Clock network drawn from the DEF:
Drawn at 2 px/um.
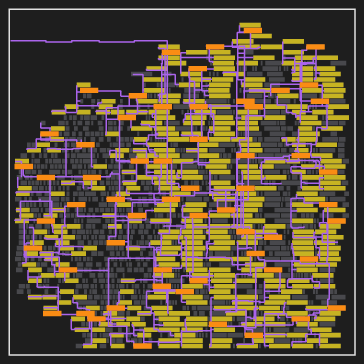
Clock routing:
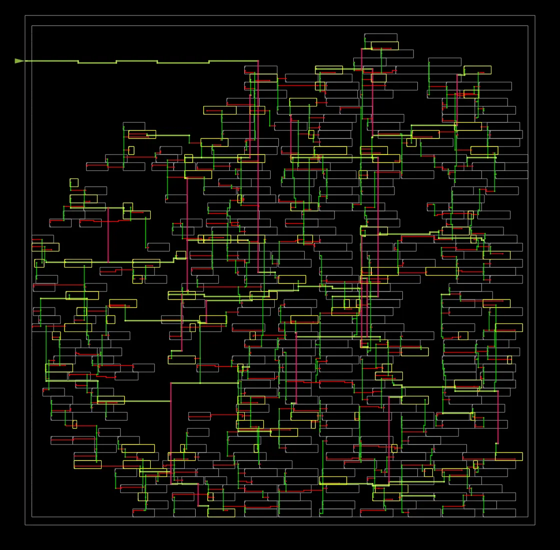
M1 wires:
Drawn at 1.5 px/um. Supply wires on this layer in gray.
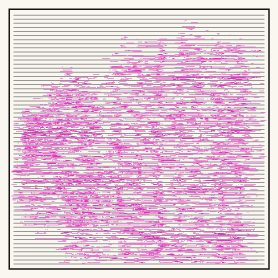
M3 wires:
Drawn at 3 px/um. Cells faint in the background.
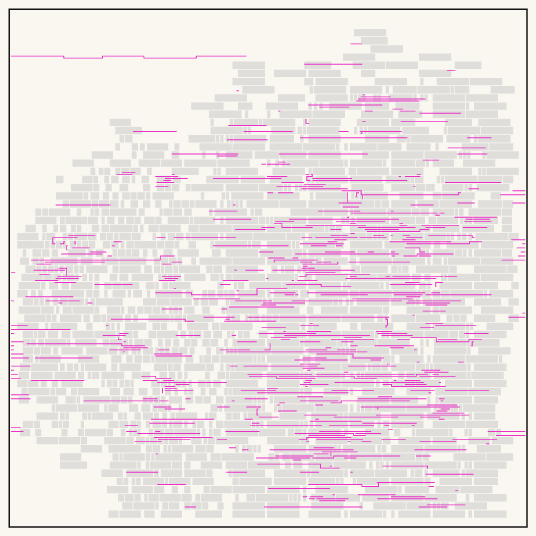
==> src/rtl/lcd_bus_responder_if.sv <==
// rtl/lcd_bus_responder_if.sv - HD44780-style LCD write bus (db/rs/e/p) with driver and responder views.
interface lcd_bus_responder_if;
  logic [7:0] lcd_db;
  logic       lcd_rs;
  logic       lcd_e;
  logic       lcd_p;

  modport master (output lcd_db, output lcd_rs, output lcd_e, output lcd_p);
  modport slave  (input  lcd_db, input  lcd_rs, input  lcd_e, input  lcd_p);
endinterface

==> src/rtl/lcd_bus_responder.sv <==
// rtl/lcd_bus_responder.sv - LCD bus responder: command decode, 2x16 display RAM, busy emulation.
// Optional LCD_RX_SHADOW_EN adds lcd_text, a flattened live copy of the display RAM.
module lcd_bus_responder #(
  parameter int BUSY_CYC = 2000,
  parameter int CLR_CYC  = 82000
) (
  input  logic                 ckht,
  input  logic                 rst,
  lcd_bus_responder_if.slave   bus,
  input  logic [4:0]           rd_addr,
  output logic [7:0]           rd_data,
  output logic                 cmd_valid,
  output logic [7:0]           cmd_code,
  output logic                 data_valid,
  output logic [4:0]           cursor_addr,
  output logic                 display_on,
  output logic                 busy,
`ifdef LCD_RX_SHADOW_EN
  output logic [255:0]         lcd_text,
`endif
  output logic                 err_busy
);

  typedef enum logic [1:0] {IDLE, CLEAR, WAIT} state_t;

  state_t      state_q, state_d;
  logic [31:0] cnt_q, cnt_d;
  logic [4:0]  clr_idx_q, clr_idx_d;
  logic [4:0]  cursor_q, cursor_d;
  logic        inc_q, inc_d;
  logic        disp_q, disp_d;
  logic [7:0]  cmd_code_q, cmd_code_d;
  logic        cmd_valid_q, cmd_valid_d;
  logic        data_valid_q, data_valid_d;
  logic        err_q, err_d;
  logic [7:0]  rd_data_q;
  logic [7:0]  ram_q [32];

  logic        ram_we;
  logic [4:0]  ram_waddr;
  logic [7:0]  ram_wdata;

  logic        e_s1, e_s2, e_s3;
  logic        p_s1, p_s2;
  logic        rs_s1, rs_s2, rs_s3;
  logic [7:0]  db_s1, db_s2, db_s3;
  logic        strobe;

  // s3 lags s2 by one clock, so rs/db at s3 are the values from the last clock lcd_e was high
  always_ff @(posedge ckht) begin
    if (rst) begin
      e_s1  <= 1'b0; e_s2  <= 1'b0; e_s3  <= 1'b0;
      p_s1  <= 1'b0; p_s2  <= 1'b0;
      rs_s1 <= 1'b0; rs_s2 <= 1'b0; rs_s3 <= 1'b0;
      db_s1 <= 8'h00; db_s2 <= 8'h00; db_s3 <= 8'h00;
    end else begin
      e_s1  <= bus.lcd_e;  e_s2  <= e_s1;  e_s3  <= e_s2;
      p_s1  <= bus.lcd_p;  p_s2  <= p_s1;
      rs_s1 <= bus.lcd_rs; rs_s2 <= rs_s1; rs_s3 <= rs_s2;
      db_s1 <= bus.lcd_db; db_s2 <= db_s1; db_s3 <= db_s2;
    end
  end

  assign strobe = e_s3 & ~e_s2 & p_s2;

  always_comb begin
    state_d      = state_q;
    cnt_d        = cnt_q;
    clr_idx_d    = clr_idx_q;
    cursor_d     = cursor_q;
    inc_d        = inc_q;
    disp_d       = disp_q;
    cmd_code_d   = cmd_code_q;
    cmd_valid_d  = 1'b0;
    data_valid_d = 1'b0;
    err_d        = err_q;
    ram_we       = 1'b0;
    ram_waddr    = cursor_q;
    ram_wdata    = db_s3;
    case (state_q)
      IDLE: begin
        if (strobe) begin
          state_d = WAIT;
          cnt_d   = 32'(BUSY_CYC - 1);
          if (rs_s3) begin
            ram_we       = 1'b1;
            data_valid_d = 1'b1;
            cursor_d     = inc_q ? cursor_q + 5'd1 : cursor_q - 5'd1;
          end else begin
            cmd_valid_d = 1'b1;
            cmd_code_d  = db_s3;
            // casez order encodes "highest set bit wins"
            casez (db_s3)
              8'b1???????: cursor_d = {db_s3[6], db_s3[3:0]};
              8'b01??????: ;
              8'b001?????: ;
              8'b0001????: begin
                if (!db_s3[3]) cursor_d = db_s3[2] ? cursor_q + 5'd1 : cursor_q - 5'd1;
              end
              8'b00001???: disp_d   = db_s3[2];
              8'b000001??: inc_d    = db_s3[1];
              8'b0000001?: cursor_d = 5'd0;
              8'b00000001: begin
                state_d   = CLEAR;
                clr_idx_d = 5'd0;
                cursor_d  = 5'd0;
                inc_d     = 1'b1;
              end
              default: ;
            endcase
          end
        end
      end
      CLEAR: begin
        ram_we    = 1'b1;
        ram_waddr = clr_idx_q;
        ram_wdata = 8'h20;
        clr_idx_d = clr_idx_q + 5'd1;
        if (strobe) err_d = 1'b1;
        if (clr_idx_q == 5'd31) begin
          state_d = (CLR_CYC > 32) ? WAIT : IDLE;
          cnt_d   = (CLR_CYC > 32) ? 32'(CLR_CYC - 33) : 32'd0;
        end
      end
      WAIT: begin
        if (strobe) err_d = 1'b1;
        if (cnt_q == 32'd0) state_d = IDLE;
        else                cnt_d   = cnt_q - 32'd1;
      end
      default: state_d = IDLE;
    endcase
  end

  always_ff @(posedge ckht) begin
    if (rst) begin
      state_q      <= IDLE;
      cnt_q        <= 32'd0;
      clr_idx_q    <= 5'd0;
      cursor_q     <= 5'd0;
      inc_q        <= 1'b1;
      disp_q       <= 1'b0;
      cmd_code_q   <= 8'h00;
      cmd_valid_q  <= 1'b0;
      data_valid_q <= 1'b0;
      err_q        <= 1'b0;
      rd_data_q    <= 8'h00;
      for (int i = 0; i < 32; i++) ram_q[i] <= 8'h20;
    end else begin
      state_q      <= state_d;
      cnt_q        <= cnt_d;
      clr_idx_q    <= clr_idx_d;
      cursor_q     <= cursor_d;
      inc_q        <= inc_d;
      disp_q       <= disp_d;
      cmd_code_q   <= cmd_code_d;
      cmd_valid_q  <= cmd_valid_d;
      data_valid_q <= data_valid_d;
      err_q        <= err_d;
      rd_data_q    <= ram_q[rd_addr];
      if (ram_we) ram_q[ram_waddr] <= ram_wdata;
    end
  end

  assign rd_data     = rd_data_q;
  assign cmd_valid   = cmd_valid_q;
  assign cmd_code    = cmd_code_q;
  assign data_valid  = data_valid_q;
  assign cursor_addr = cursor_q;
  assign display_on  = disp_q;
  assign busy        = (state_q != IDLE);
  assign err_busy    = err_q;

`ifdef LCD_RX_SHADOW_EN
  always_comb begin
    lcd_text = '0;
    for (int i = 0; i < 32; i++) lcd_text[8*i +: 8] = ram_q[i];
  end
`endif

endmodule

==> src/flat_wrapper.sv <==
// flat-port wrapper written by rule: the top's interface ports become plain ports
module lcd_bus_responder_flat 
#(
  parameter int BUSY_CYC = 2000,
  parameter int CLR_CYC  = 82000
)
  (ckht, rst, rd_addr, rd_data, cmd_valid, cmd_code, data_valid, cursor_addr, display_on, busy, err_busy, bus_lcd_db, bus_lcd_rs, bus_lcd_e, bus_lcd_p);
  lcd_bus_responder_if bus_i ();
  input  logic ckht;
  input  logic rst;
  input  logic [4:0] rd_addr;
  output logic [7:0] rd_data;
  output logic cmd_valid;
  output logic [7:0] cmd_code;
  output logic data_valid;
  output logic [4:0] cursor_addr;
  output logic display_on;
  output logic busy;
  output logic err_busy;
  input wire logic [$bits(bus_i.lcd_db)-1:0] bus_lcd_db;
  input wire logic [$bits(bus_i.lcd_rs)-1:0] bus_lcd_rs;
  input wire logic [$bits(bus_i.lcd_e)-1:0] bus_lcd_e;
  input wire logic [$bits(bus_i.lcd_p)-1:0] bus_lcd_p;
  assign bus_i.lcd_db = bus_lcd_db;
  assign bus_i.lcd_rs = bus_lcd_rs;
  assign bus_i.lcd_e = bus_lcd_e;
  assign bus_i.lcd_p = bus_lcd_p;
  lcd_bus_responder #(.BUSY_CYC(BUSY_CYC), .CLR_CYC(CLR_CYC)) u_core (.ckht(ckht), .rst(rst), .bus(bus_i), .rd_addr(rd_addr), .rd_data(rd_data), .cmd_valid(cmd_valid), .cmd_code(cmd_code), .data_valid(data_valid), .cursor_addr(cursor_addr), .display_on(display_on), .busy(busy), .err_busy(err_busy));
endmodule
==> config.mk <==
export PLATFORM = sky130hd
export DESIGN_NAME = lcd_bus_responder_flat
export DESIGN_NICKNAME = d
export VERILOG_FILES = /design/src/rtl/lcd_bus_responder_if.sv /design/src/rtl/lcd_bus_responder.sv /design/src/flat_wrapper.sv
export SDC_FILE = /design/constraint.sdc
export NUM_CORES = 1
export LEC_CHECK = 0
export CAP_MARGIN = 20
export CORE_MARGIN = 2
export CORE_UTILIZATION = 56
export CTS_CLUSTER_DIAMETER = 30
export DETAILED_ROUTE_END_ITERATION = 7
export HOLD_SLACK_MARGIN = 0.1
export PLACE_DENSITY = 0.87
export SLEW_MARGIN = 20
export SYNTH_ARGS = -nofsm -noshare
export SYNTH_HDL_FRONTEND = slang
export SYNTH_SLANG_ARGS = --single-unit
export TNS_END_PERCENT = 1
==> constraint.sdc <==
create_clock -name ckht -period 3 [get_ports ckht]
set_clock_uncertainty 0.2 [all_clocks]
set_input_delay 0.75 -clock ckht [delete_from_list [all_inputs] [get_ports ckht]]
set_output_delay 0.75 -clock ckht [all_outputs]
set_load 0.03 [all_outputs]
==> impl_metrics.py <==
# Synthesis and PnR figures
metrics = {
    "floorplanning": {
        "die_y_um": 172,
        "chip_area_um2": 29600,
        "ioPinCount": 44,
    },
    "sta": {
        "setup_viol": 0,
        "maxSlewViolCount": 0,
        "clock.fmax_mhz": 339,
        "fin_crit_sh_pct": 98.3,
    },
    "global_routing": {
        "grt_max_degree": 65,
        "met1_usage_pct": 34.9,
        "gr-max-usage-layer": "met2",
        "grt_pass1_vias": 11500,
        "met3_usage_pct": 5.72,
    },
    "setup_path": {
        "r2r_start": "u_core.state_q[0]",
        "cp_max_fo": 8,
        "crit_type": "flip-flop to flip-flop",
        "endpoint": "u_core.ram_q[23][5]",
        "reg2regPathDepth": 8,
        "path_depth": 8,
        "startpoint": "u_core.state_q[0]",
        "required_ns": 3.10,
        "cpMaxStageDelayCell": "nor2_1",
        "max_stage_delay_ns": 0.44,
    },
    "synth": {
        "syn_avg_cell_area_um2": 12.4,
        "yosys-stat-cells": 1272,
        "top_cells_by_area": "edfxtp_1, dfxtp_1, mux4_2",
        "yosys.area_share.aoi_pct": 6.16,
        "largest_area_cell": "edfxtp_1",
        "top_cell_area_share_pct": 48.6,
        "adder_share_pct": 0.712,
        "syn_inst": 1272,
        "ys_seq_share_pct": 60.8,
    },
    "cts": {
        "cts_resized": 2,
        "cts_setup_buffers": 0,
        "htree_levels": 2,
        "cts_buffer_depth": 3,
        "clkTransAtPathRegs_ns": 0.05,
        "hold_buffers": 0,
    },
    "cells_and_area": {
        "final_cells": 1772,
        "layout_top_cells": "nor2_1, edfxtp_1, dfxtp_1",
        "nets": 1373,
        "top_register": "u_core.ram_q",
        "fin_area_um2": 18900,
        "logic_area_um2": 5820,
        "lay_top_count": "nor2_1",
    },
    "run_status": {
        "status": "completed",
    },
    "pwr": {
        "peakVddDrop_mv": 0.790,
        "finalPower_mw": 14.3,
        "clkPwrFrac_pct": 46.2,
        "seq_power_mw": 5.63,
        "p_sw_mw": 3.78,
        "power_leader": "clock",
    },
    "placement": {
        "placed_area_um2": 16900,
        "place.gp.congestion": 0.883,
        "dp_hpwl_um": 24200,
    },
    "routing": {
        "met1_length_um": 14700,
        "routed.top_layer": "met4",
        "routed_wl_um": 40700,
    },
    "run": {
        "warnings": 32,
    },
}
Back to the opening pictures, 'clock network drawn from the DEF':
[orange] clock-net drivers | count: 58
[yellow] flip-flops | count: 353
[purple] clock wires | length: 4580 um
routed clock nets: 59
flops lie: widely spread

Back to the opening pictures, 'clock routing':
flip-flops: 353
Sink Count: 353

Back to the opening pictures, 'M1 wires':
main direction: horizontal
share of all routed wire: 36%
wire length on this layer: 14700 um

Back to the opening pictures, 'M3 wires':
wire length on this layer: 4330 um
share of all routed wire: 11%
nets with wire on the layer: 265
longest straight run: 46.9 um

-- area by class of cell --
class,instances,area share (%)
multi-input cells,810,30.8
flip-flops and latches,353,51.0
well taps,378,2.50
inverters,16,0.318
clock buffers,69,8.23
clock inverters,39,2.11
repair buffers,107,5.03
-- worst min path at each step --
stage / from / endpoint / slack (ns)
after global routing: u_core.db_s2[4] / u_core.db_s3[4] / 0.24
after detailed placement: u_core.p_s1 / u_core.p_s2 / 0.22
after global placement: u_core.db_s1[1] / u_core.db_s2[1] / 0.22
after CTS: u_core.db_s1[7] / u_core.db_s2[7] / 0.23
after floorplan: u_core.db_s1[0] / u_core.db_s2[0] / 0.21
final: u_core.db_s1[7] / u_core.db_s2[7] / 0.23
Power figures rest on the tool's default switching activity, not on a simulated workload.
